Fig. 1: power grid
The bar under the picture is 50 µm long. Pins as bars on the die edge.
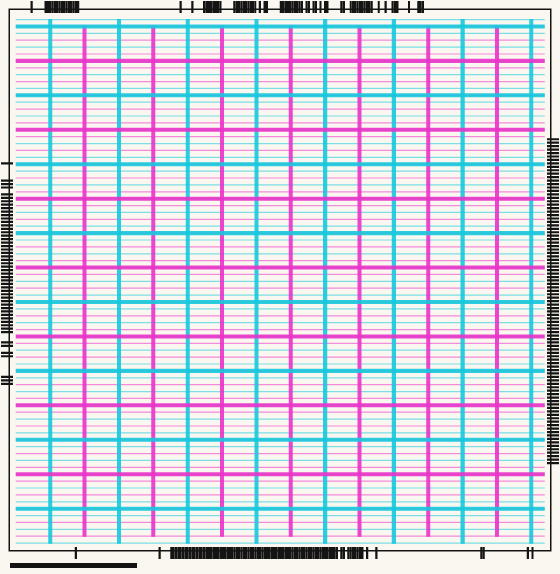
Fig. 2: metal layers overlaid
The bar under the picture is 50 µm long. Two of the layers only.
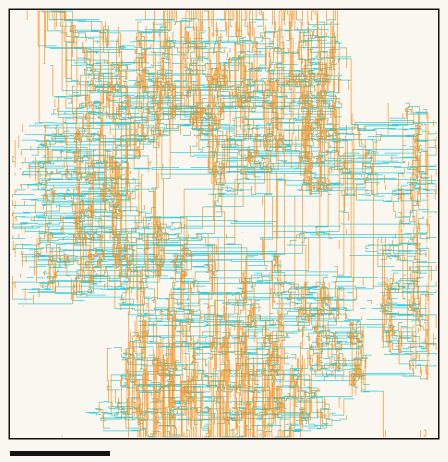
Fig. 3: M3 wires
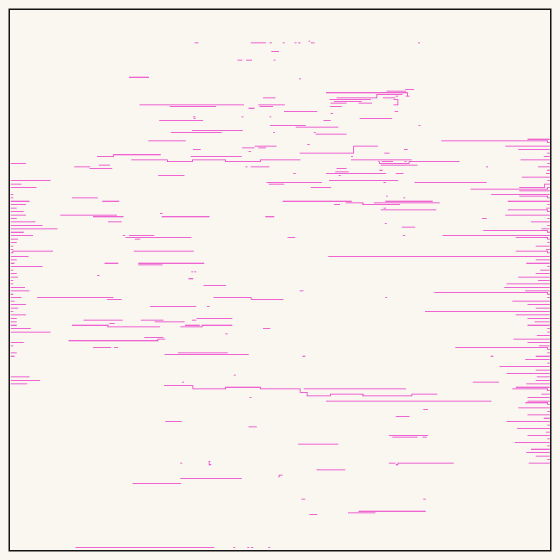
## config.mk

```make
export PLATFORM = sky130hd
export DESIGN_NAME = m68040_bus_master
export DESIGN_NICKNAME = d
export VERILOG_FILES = /design/src/rtl/m68040_bus_master.sv
export SDC_FILE = /design/constraint.sdc
export NUM_CORES = 1
export LEC_CHECK = 0
export ABC_AREA = 1
export CAP_MARGIN = 10
export CORE_MARGIN = 2
export CORE_UTILIZATION = 30
export DETAILED_ROUTE_END_ITERATION = 10
export RECOVER_POWER = 25
export SYNTH_ARGS = -nofsm -noshare
export SYNTH_HDL_FRONTEND = slang
export SYNTH_SLANG_ARGS = --single-unit
```

## constraint.sdc

```tcl
create_clock -name clk -period 5.5 [get_ports clk]
set_input_delay 0.55 -clock clk [delete_from_list [all_inputs] [get_ports clk]]
set_output_delay 0.55 -clock clk [all_outputs]
set_load 0.005 [all_outputs]
```

## src/rtl/m68040_bus_master.sv

```systemverilog
// 68040-style local bus initiator: turns one agent request into a sequenced bus
// transfer (single, line burst, or burst-inhibited line) with nTA/nTEA/timeout handling.
module m68040_bus_master #(
  parameter int         TIMEOUT = 64,
  parameter logic [2:0] TM_VAL  = 3'b001
) (
  input  logic         clk,
  input  logic         nRESET,
  input  logic         req_valid,
  output logic         req_ready,
  input  logic [31:0]  req_addr,
  input  logic         req_rw,
  input  logic [1:0]   req_siz,
  input  logic [127:0] req_wdata,
  output logic [31:0]  rd_data,
  output logic         rd_valid,
  output logic [1:0]   rd_beat,
  output logic         done,
  output logic         err,
  output logic [31:0]  A,
  output logic [1:0]   TT,
  output logic [2:0]   TM,
  output logic [1:0]   SIZ,
  output logic         RW,
  output logic         nTS,
  input  logic [31:0]  D_in,
  output logic [31:0]  D_out,
  output logic         D_oe,
  input  logic         nTA,
  input  logic         nTEA,
  input  logic         nTBI
);

  localparam logic [2:0] IDLE     = 3'd0;
  localparam logic [2:0] START    = 3'd1;
  localparam logic [2:0] WAIT     = 3'd2;
  localparam logic [2:0] ERR_DONE = 3'd3;
  localparam logic [2:0] OK_DONE  = 3'd4;
  localparam logic [7:0] TO_LAST  = 8'(TIMEOUT - 1);

  logic [2:0]   state_r;
  logic [31:0]  addr_r;
  logic         rw_r;
  logic         line_r;
  logic         tbi_r;
  logic [127:0] wdata_r;
  logic [1:0]   beat_r;
  logic [7:0]   cnt_r;
  logic [1:0]   base_s;
  logic [1:0]   idx_s;
  logic [1:0]   idx_next_s;

  function automatic logic [31:0] lane(input logic [127:0] d, input logic [1:0] i);
    logic [31:0] r;
    case (i)
      2'd0:    r = d[31:0];
      2'd1:    r = d[63:32];
      2'd2:    r = d[95:64];
      2'd3:    r = d[127:96];
      default: r = 32'd0;
    endcase
    return r;
  endfunction

  assign TT = 2'b00;
  assign TM = TM_VAL;

  // Line beats walk the 16-byte line starting at the requested longword, wrapping.
  always_comb begin
    base_s = 2'b00;
    if (line_r) begin
      base_s = addr_r[3:2];
    end else begin
      base_s = 2'b00;
    end
    idx_s      = base_s + beat_r;
    idx_next_s = idx_s + 2'd1;
  end

  // Transfer sequencer with registered bus and agent-side outputs.
  always_ff @(posedge clk) begin
    if (!nRESET) begin
      state_r   <= IDLE;
      addr_r    <= 32'd0;
      rw_r      <= 1'b1;
      line_r    <= 1'b0;
      tbi_r     <= 1'b0;
      wdata_r   <= 128'd0;
      beat_r    <= 2'd0;
      cnt_r     <= 8'd0;
      req_ready <= 1'b1;
      rd_data   <= 32'd0;
      rd_valid  <= 1'b0;
      rd_beat   <= 2'd0;
      done      <= 1'b0;
      err       <= 1'b0;
      A         <= 32'd0;
      SIZ       <= 2'b00;
      RW        <= 1'b1;
      nTS       <= 1'b1;
      D_out     <= 32'd0;
      D_oe      <= 1'b0;
    end else begin
      rd_valid <= 1'b0;
      done     <= 1'b0;
      err      <= 1'b0;
      case (state_r)
        IDLE: begin
          if (req_valid) begin
            addr_r    <= req_addr;
            rw_r      <= req_rw;
            line_r    <= (req_siz == 2'b11);
            tbi_r     <= 1'b0;
            wdata_r   <= req_wdata;
            beat_r    <= 2'd0;
            A         <= req_addr;
            SIZ       <= req_siz;
            RW        <= req_rw;
            nTS       <= 1'b0;
            req_ready <= 1'b0;
            state_r   <= START;
          end else begin
            req_ready <= 1'b1;
          end
        end
        START: begin
          nTS     <= 1'b1;
          cnt_r   <= 8'd0;
          D_oe    <= ~rw_r;
          D_out   <= lane(wdata_r, idx_s);
          state_r <= WAIT;
        end
        WAIT: begin
          if (!nTEA) begin
            D_oe    <= 1'b0;
            state_r <= ERR_DONE;
          end else if (!nTA) begin
            cnt_r <= 8'd0;
            if (rw_r) begin
              rd_valid <= 1'b1;
              rd_data  <= D_in;
              rd_beat  <= idx_s;
            end
            if (!line_r || (beat_r == 2'd3)) begin
              D_oe    <= 1'b0;
              state_r <= OK_DONE;
            end else begin
              beat_r <= beat_r + 2'd1;
              D_out  <= lane(wdata_r, idx_next_s);
              // Burst inhibit on the first beat turns the rest into single longword cycles.
              if (tbi_r || ((beat_r == 2'd0) && !nTBI)) begin
                tbi_r   <= 1'b1;
                A       <= {addr_r[31:4], idx_next_s, 2'b00};
                SIZ     <= 2'b00;
                nTS     <= 1'b0;
                D_oe    <= 1'b0;
                state_r <= START;
              end
            end
          end else if (cnt_r == TO_LAST) begin
            D_oe    <= 1'b0;
            state_r <= ERR_DONE;
          end else begin
            cnt_r <= cnt_r + 8'd1;
          end
        end
        ERR_DONE: begin
          done      <= 1'b1;
          err       <= 1'b1;
          req_ready <= 1'b1;
          state_r   <= IDLE;
        end
        OK_DONE: begin
          done      <= 1'b1;
          err       <= 1'b0;
          req_ready <= 1'b1;
          state_r   <= IDLE;
        end
        default: begin
          nTS     <= 1'b1;
          D_oe    <= 1'b0;
          state_r <= IDLE;
        end
      endcase
    end
  end

endmodule
```

==> qor.csv <==
stage,metric,value,unit
flow_run,Max-cap violations,2,
power_and_ir_drop,cell area power density,352,nW/µm²
power_and_ir_drop,sw frac,0.310,
power_and_ir_drop,Reg power frac,0.390,
detailed_routing,Routed Antenna Nets,0,
status,status,"finished, violations left",
power_and_ir_drop,Pint,4280,µW
synthesis,adder share,0.00762,
power_and_ir_drop,Max VDD drop,0.179,mV
floorplan,Die Width,213,µm
setup_path,FF-to-FF End,D_out[30],
grt,initial antenna violation count,3,
detailed_routing,DRC viols,0,
placement,post-detail-place hpwl,29.2,mm
timing,Slew Limit Fails,120,
floorplan,Boundary Pins,313,
worst_hold_path,Worst Hold Endpoint,addr_r[10],
timing,Worst Max-Slew Pin Slew,3010,ps
status,failing checks,"max-capacitance violations, max-slew violations",
setup_path,endpoint class of the critical path,flip-flop,
Back to the opening pictures, Fig. 1:
Magenta stands for VDD. Cyan stands for VSS.
313 signal pins sit on the boundary. 77 met1 rails follow the rows. The core has 76 rows. 15 straps on met4. 15 straps on met5.

Back to the opening pictures, Fig. 2:
Orange stands for met2, wire length 21.6 mm. Cyan stands for met1, wire length 20.4 mm.

Back to the opening pictures, Fig. 3:
The longest straight run is 87.2 µm. The wires run mostly horizontal.

==> power by group through the flow <==
stage	Combinational (µW)	Sequential, µW	Clock, µW
6_report	1440	2420	2340
5_1_grt	1610	2450	2490
4_1_cts	1480	2420	2400
3_5_place_dp	1470	2460	0
3_3_place_gp	1440	2460	0
2_1_floorplan	859	2440	0
==> layout by cell type, fill, tap and decap left out, types with 4 or more instances in the layout <==
| cell type | count |
|---|---|
| nand2_1 | 329 |
| dfxtp_1 | 280 |
| a21oi_1 | 270 |
| o21ai_0 | 215 |
| clkdlybuf4s50_1 | 213 |
| inv_1 | 187 |
| nor2_1 | 150 |
| nand3_1 | 124 |
| dlygate4sd3_1 | 92 |
| o21ai_1 | 46 |
| nand4_1 | 39 |
| clkbuf_16 | 35 |
| o22ai_1 | 32 |
| o211ai_1 | 30 |
| clkinv_1 | 29 |
| buf_4 | 14 |
| clkbuf_1 | 8 |
| inv_2 | 7 |
| clkbuf_8 | 7 |
| conb_1 | 5 |
| clkinv_2 | 5 |
| nor3_1 | 4 |
| ha_2 | 4 |
| ha_1 | 4 |
| inv_6 | 4 |
==> worst max-delay path by stage <==
stage / end / slack [ps] / start
detailed placement: D_out[12] / 1430 / line_r
global placement: D_out[29] / 1510 / line_r
global route: D_out[16] / 1010 / line_r
floorplan: D_out[23] / 2970 / line_r
CTS: D_out[30] / 1410 / line_r
finish: D_out[30] / 1350 / line_r
==> sequential cells by signal, summed over array words and instances, names as in the netlist, 3 cells and up <==
register,flops
D_out,32
addr_r,30
state_r,3
cnt_r,8
A,32
rd_data,32
wdata_r,128
==> worst min-delay path, delay by kind of cell, from the launching register on <==
kind / cells / cell delay (ps)
AND-OR/OR-AND: 1 / 50
buffers and inverters: 1 / 50
flip-flops: 1 / 290
==> synth_stat cells (28+ instances only) <==
| library cell | n |
|---|---|
| a21oi_1 | 270 |
| buf_2 | 28 |
| clkbuf_1 | 115 |
| clkinv_1 | 30 |
| dfxtp_1 | 280 |
| inv_1 | 189 |
| nand2_1 | 331 |
| nand3_1 | 126 |
| nand4_1 | 39 |
| nor2_1 | 150 |
| o211ai_1 | 30 |
| o21ai_0 | 215 |
| o21ai_1 | 46 |
| o22ai_1 | 32 |
==> final cells by class <==
| cell class | instances | area [µm²] | area share |
|---|---|---|---|
| Antenna cell | 3 | 7.51 | 0.000427 |
| Clock buffer | 48 | 995 | 0.0565 |
| Clock inverter | 13 | 158 | 0.00896 |
| Inverter | 224 | 842 | 0.0479 |
| Multi-Input combinational cell | 1270 | 6060 | 0.345 |
| Sequential cell | 280 | 5610 | 0.319 |
| Tap cell | 585 | 732 | 0.0416 |
| Timing Repair Buffer | 323 | 3190 | 0.181 |
==> metrics by stage <==
| step | total power [µW] | instances | hold slack, ps | cell area (µm²) | utilization |
|---|---|---|---|---|---|
| 2_1_floorplan | 3300 | 1933 | 425 | 13100 | - |
| 3_3_place_gp | 3900 | 2682 | 435 | 16400 | 0.381 |
| 3_5_place_dp | 3930 | 2682 | 439 | 16400 | 0.381 |
| 4_1_cts | 6300 | 2743 | 384 | 17600 | 0.408 |
| 5_1_grt | 6540 | 2746 | 463 | 17600 | 0.408 |
| 6_report | 6200 | 2746 | 445 | 17600 | 0.408 |
No activity file was given, so power comes from the tool's default toggle rates.
